### src/rtl/timer_pkg.sv
// rtl/timer_pkg.sv - register map, CTRL fields, modes and FSM states for timer_device
package timer_pkg;

  localparam logic [1:0] OFF_CTRL     = 2'd0;
  localparam logic [1:0] OFF_PRESET   = 2'd1;
  localparam logic [1:0] OFF_COUNT    = 2'd2;
  localparam logic [1:0] OFF_PRESCALE = 2'd3;

  localparam int CTRL_EN      = 0;
  localparam int CTRL_MODE_LO = 1;
  localparam int CTRL_MODE_HI = 2;
  localparam int CTRL_IM      = 3;

  localparam logic [1:0] MODE_ONESHOT  = 2'b00;
  localparam logic [1:0] MODE_PERIODIC = 2'b01;

  typedef enum logic [1:0] {
    S_IDLE = 2'd0,
    S_LOAD = 2'd1,
    S_CNT  = 2'd2,
    S_INT  = 2'd3
  } state_t;

  // Reserved mode encodings fold onto one-shot.
  function automatic logic [1:0] eff_mode(input logic [1:0] m);
    return (m == MODE_PERIODIC) ? MODE_PERIODIC : MODE_ONESHOT;
  endfunction

endpackage

### src/rtl/timer_if.sv
// rtl/timer_if.sv - bridge-to-peripheral bus: address, write data/strobe, read data and IRQ
interface timer_if;
  logic [31:0] addr;
  logic        we;
  logic [31:0] din;
  logic [31:0] dout;
  logic        IRQ;

  modport master (output addr, output we, output din, input dout, input IRQ);
  modport slave  (input addr, input we, input din, output dout, output IRQ);
endinterface

### src/rtl/timer_prescaler.sv
// rtl/timer_prescaler.sv - enable-tick generator; tick is high whenever the down-counter is zero
module timer_prescaler #(
  parameter int W = 8
) (
  input  logic         clk,
  input  logic         reset,
  input  logic         load,
  input  logic [W-1:0] prescale,
  output logic         tick
);

  logic [W-1:0] cnt_q, cnt_d;

  assign tick = (cnt_q == '0);

  always_comb begin
    cnt_d = cnt_q - W'(1);
    if (load || tick) cnt_d = prescale;
  end

  always_ff @(posedge clk) begin
    if (reset) cnt_q <= '0;
    else       cnt_q <= cnt_d;
  end

endmodule

### src/rtl/timer_device.sv
// rtl/timer_device.sv - memory-mapped countdown timer (one-shot/periodic) with masked IRQ
// TIMER_PRESCALE_EN adds a PRESCALE register at offset 3 gating each decrement.
module timer_device
  import timer_pkg::*;
#(
  parameter int PRESCALE_W = 8
) (
  input  logic   clk,
  input  logic   reset,
  timer_if.slave bus
);

  logic [3:0]            ctrl_q, ctrl_d;
  logic [31:0]           preset_q, preset_d;
  logic [31:0]           count_q, count_d;
  state_t                state_q, state_d;
  logic                  irq_flag_q, irq_flag_d;
  logic [PRESCALE_W-1:0] prescale_val;
  logic                  tick;
  logic [1:0]            reg_sel;
  logic [1:0]            mode;
  logic                  unused_addr;

  assign reg_sel     = bus.addr[3:2];
  assign mode        = eff_mode(ctrl_q[CTRL_MODE_HI:CTRL_MODE_LO]);
  assign unused_addr = ^{bus.addr[31:4], bus.addr[1:0]};

`ifdef TIMER_PRESCALE_EN
  logic [PRESCALE_W-1:0] prescale_q, prescale_d;

  timer_prescaler #(.W(PRESCALE_W)) u_prescaler (
    .clk      (clk),
    .reset    (reset),
    .load     (state_q == S_LOAD),
    .prescale (prescale_q),
    .tick     (tick)
  );

  always_comb begin
    prescale_d = prescale_q;
    if (bus.we && reg_sel == OFF_PRESCALE) prescale_d = bus.din[PRESCALE_W-1:0];
  end

  always_ff @(posedge clk) begin
    if (reset) prescale_q <= '0;
    else       prescale_q <= prescale_d;
  end

  assign prescale_val = prescale_q;
`else
  assign tick         = 1'b1;
  assign prescale_val = '0;
`endif

  always_comb begin
    ctrl_d     = ctrl_q;
    preset_d   = preset_q;
    count_d    = count_q;
    state_d    = state_q;
    irq_flag_d = irq_flag_q;

    case (state_q)
      S_IDLE: if (ctrl_q[CTRL_EN]) state_d = S_LOAD;
      S_LOAD: begin
        count_d    = preset_q;
        irq_flag_d = 1'b0;
        state_d    = S_CNT;
      end
      S_CNT: begin
        if (!ctrl_q[CTRL_EN]) begin
          state_d = S_IDLE;
        end else if (tick) begin
          // PRESET 0 lands here on the first tick, so it expires like PRESET 1.
          if (count_q > 32'd1) begin
            count_d = count_q - 32'd1;
          end else begin
            count_d    = 32'd0;
            irq_flag_d = 1'b1;
            state_d    = S_INT;
          end
        end
      end
      S_INT: begin
        state_d = S_IDLE;
        if (mode == MODE_PERIODIC) irq_flag_d = 1'b0;
        else                       ctrl_d[CTRL_EN] = 1'b0;
      end
      default: state_d = S_IDLE;
    endcase

    // Software writes come last so they override the FSM's own CTRL update.
    if (bus.we) begin
      case (reg_sel)
        OFF_CTRL: begin
          ctrl_d = bus.din[3:0];
          if (mode == MODE_ONESHOT) irq_flag_d = 1'b0;
        end
        OFF_PRESET: preset_d = bus.din;
        default: ;
      endcase
    end
  end

  always_ff @(posedge clk) begin
    if (reset) begin
      ctrl_q     <= '0;
      preset_q   <= '0;
      count_q    <= '0;
      state_q    <= S_IDLE;
      irq_flag_q <= 1'b0;
    end else begin
      ctrl_q     <= ctrl_d;
      preset_q   <= preset_d;
      count_q    <= count_d;
      state_q    <= state_d;
      irq_flag_q <= irq_flag_d;
    end
  end

  always_comb begin
    bus.dout = '0;
    case (reg_sel)
      OFF_CTRL:   bus.dout = {28'd0, ctrl_q};
      OFF_PRESET: bus.dout = preset_q;
      OFF_COUNT:  bus.dout = count_q;
      default:    bus.dout = 32'(prescale_val);
    endcase
  end

  assign bus.IRQ = ctrl_q[CTRL_IM] & irq_flag_q;

endmodule
### src/flat_wrapper.sv
// flat-port wrapper written by rule: the top's interface ports become plain ports
module timer_device_flat import timer_pkg::*;
#(
  parameter int PRESCALE_W = 8
)
  (clk, reset, bus_addr, bus_we, bus_din, bus_dout, bus_IRQ);
  timer_if bus_i ();
  input  logic clk;
  input  logic reset;
  input wire logic [$bits(bus_i.addr)-1:0] bus_addr;
  input wire logic [$bits(bus_i.we)-1:0] bus_we;
  input wire logic [$bits(bus_i.din)-1:0] bus_din;
  output wire logic [$bits(bus_i.dout)-1:0] bus_dout;
  output wire logic [$bits(bus_i.IRQ)-1:0] bus_IRQ;
  assign bus_i.addr = bus_addr;
  assign bus_i.we = bus_we;
  assign bus_i.din = bus_din;
  assign bus_dout = bus_i.dout;
  assign bus_IRQ = bus_i.IRQ;
  timer_device #(.PRESCALE_W(PRESCALE_W)) u_core (.clk(clk), .reset(reset), .bus(bus_i));
endmodule
### config.mk
export PLATFORM = sky130hd
export DESIGN_NAME = timer_device_flat
export DESIGN_NICKNAME = d
export VERILOG_FILES = /design/src/rtl/timer_pkg.sv /design/src/rtl/timer_if.sv /design/src/rtl/timer_prescaler.sv /design/src/rtl/timer_device.sv /design/src/flat_wrapper.sv
export SDC_FILE = /design/constraint.sdc
export NUM_CORES = 1
export LEC_CHECK = 0
export CAP_MARGIN = 20
export CORE_MARGIN = 5
export CORE_UTILIZATION = 40
export DETAILED_ROUTE_END_ITERATION = 16
export GPL_TIMING_DRIVEN = 0
export PLACE_DENSITY = 0.7
export SETUP_SLACK_MARGIN = 0.15
export SYNTH_ARGS = -nofsm -noshare
export SYNTH_HDL_FRONTEND = slang
export SYNTH_SLANG_ARGS = --single-unit
### constraint.sdc
create_clock -name clk -period 2.2 [get_ports clk]
set_clock_uncertainty 0.05 [all_clocks]
set_input_delay 0.22 -clock clk [delete_from_list [all_inputs] [get_ports clk]]
set_output_delay 0.22 -clock clk [all_outputs]
set_load 0.05 [all_outputs]
==> flow_summary.ini <==
; synthesis and place-and-route metrics
[synthesis]
aoi_share = 0.260
synth.cell_area_um2 = 3960
synth_adder_area_share = 0.00632
numSynthFlops = 71
mux_area_frac = 0.0234
syn_avg_cell_area_um2 = 7.53
synth.comb.largest_family = simple AND/OR/NAND/NOR gates
synthFlopType = dfxtp_1
edf_count = 0
async_flop_share = 0

[min_path]
hold_path.class = primary input to flop

[worst_setup_path]
crit_arrival_ps = 2360
end_kind = flop
crit_fanout = 7
path_buffers = 2
slowest_delay_ps = 410
critPathKind = flop to flop

[floorplan]
pin_count = 100
die_area_um2 = 12000
fp_util = 0.407

[clocking]
cts_root_buf = clkbuf_8
clkTransAtPathRegs_ps = 80
cts_tree = yes

[timing]
drv_slew = 0
finalSetupViolCount = 0
rsz0062_at_grt = yes
relSlewSlack = 0.431
max_freq_ghz = 0.460

[global_route]
grt.overflow.total = 0
grt_pass1_vias = 4306
grt_usage = 0.258
grt_start_max_net_pins = 13
grt_pass1_wl_mm = 23.7

[pwr]
p_seq_frac = 0.477
internal-power_mw = 2.01
p_switching_uw = 789
p_total_mw = 2.80
power.share.clock = 0.378

[outcome]
status = complete, no violations

[final_layout]
final_cell_mix = 109 x nand2_1, 62 x dfxtp_1, 43 x a21oi_1
diodes = 0
nNetsFinal = 702
finalInstanceArea_um2 = 5570

[route]
post-route-drc-count = 0
avgViaCountPerCell = 6.02
first_iter_violations = 489

[flow_run]
warnings = 60
==> metrics by stage <==
stage,util,hold WS [ps],std cells
finish,0.573,348,771
global route,0.573,337,771
CTS,0.550,351,764
detailed placement,0.497,419,726
global placement,0.497,408,726
floorplan,-,306,526
==> worst min-delay path, delay by kind of cell <==
kind                   cells  cell delay (ps)
buffers and inverters      1              390
AND-OR/OR-AND              1               50
AND/OR/NAND/NOR            1               60
==> path summary, 6_finish.rpt <==
| path | start | end | slack (ps) | cells after the start |
|---|---|---|---|---|
| min | bus_din[17] | u_core.preset_q[17] | 350 | 3 |
| max reg2reg | u_core.count_q[19] | u_core.count_q[30] | 30 | 8 |
| max | u_core.count_q[19] | u_core.count_q[30] | 30 | 8 |
| min reg2reg | u_core.preset_q[2] | u_core.preset_q[2] | 430 | 2 |
==> cell usage after synthesis, types with 5 or more instances <==
cell,number,area share
o21ai_0,20,0.025
dfxtp_1,71,0.36
nor2_1,23,0.022
nand3_1,19,0.024
a22o_1,27,0.060
a32oi_1,10,0.022
nor3_1,17,0.021
and2_1,5,0.0079
a22oi_1,7,0.013
nand2_1,114,0.11
buf_2,5,0.0063
a21oi_1,44,0.056
clkbuf_1,37,0.035
mux2i_1,7,0.018
a31oi_1,19,0.030
nor2b_1,5,0.0079
nor4_1,22,0.035
==> state kept, by name, indices dropped and copies added, names as in the netlist <==
signal             flops
u_core.state_q         2
u_core.irq_flag_q      1
u_core.count_q        32
u_core.ctrl_q          4
u_core.preset_q       32
==> logic make-up after synthesis <==
kind of cell | after synthesis
fa+ha+maj | 2
compound gates | 153
buf+inv | 52
mux | 9
simple gates | 239
flops | 71
==> power by group through the flow <==
stage          Combinational, mW  Sequential, mW  Clock (mW)
4_1_cts                    0.376            1.33        1.05
3_3_place_gp               0.328            1.36           0
3_5_place_dp               0.331            1.36           0
5_1_grt                    0.433            1.34        1.12
6_report                   0.408            1.33        1.06
2_1_floorplan              0.185            1.35           0
==> repair_timing <==
action	CTS	global route
setup buffers	21	6
gates resized	252	56
gates cloned	1	1
pin swaps	17	10
setup endpoints to repair	66	34
==> cell type report <==
type                            count  area, µm²  share of cell area
Buffer                             48        314              0.0563
Clock buffer                       10        128              0.0229
Clock inverter                      6       61.3              0.0110
Inverter                            4       15.0             0.00269
Multi-Input combinational cell    404       2670               0.478
Sequential cell                    71       1430               0.257
Tap cell                          133        166              0.0299
Timing Repair Buffer               95        791               0.142
==> metal layers <==
layer / up-vias / part of all wire / global-route usage
li1: 2161 / - / -
met1: 2187 / 0.42 / 0.350
met2: 254 / 0.46 / 0.410
met3: 42 / 0.092 / 0.0523
met4: 0 / 0.025 / 0.0855
met5: - / 0 / 0
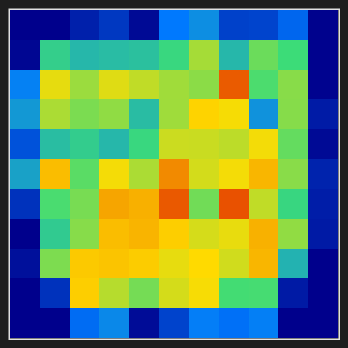
**Above:** local utilization.
(3 px per µm) 11 x 11 tiles, from dark blue (low) to red (high), 0 to 100% covered.
nearly empty tiles = 12%
mean over tiles = 45%
tiles over 75% full = 16%
fullest tile = 91%
densest ninth of the die = centre

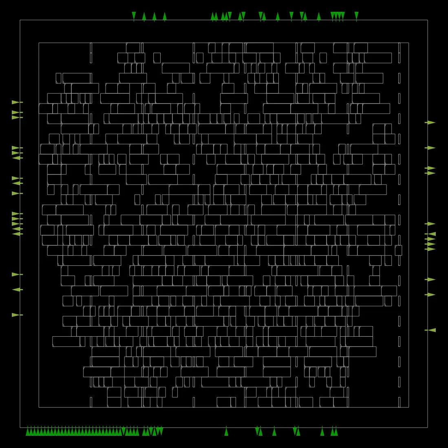
**Above:** cell placement.
Post-Layout Cell Count: 771
CORE AREA: 9730 µm²

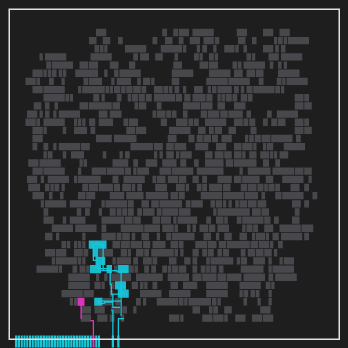
**Above:** port wiring.
(3 px per µm)
bus_addr -> cyan  # direction input, end cells 11, buffers 2, wire 105 µm
bus_IRQ -> magenta  # direction output, end cells 1, buffers 1, wire 12.2 µm

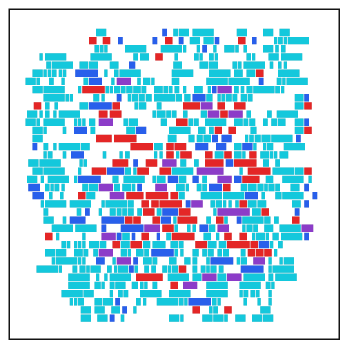
**Above:** sizing map.
(3 px per µm)
_0 and _1 cells -> cyan  # cells 469, most used nand2_1
_2 cells -> blue  # cells 68, most used buf_2
_6 and larger -> purple  # cells 24, most used clkbuf_8
_3 and _4 cells -> red  # cells 77, most used buf_4

Power figures rest on the tool's default switching activity, not on a simulated workload.
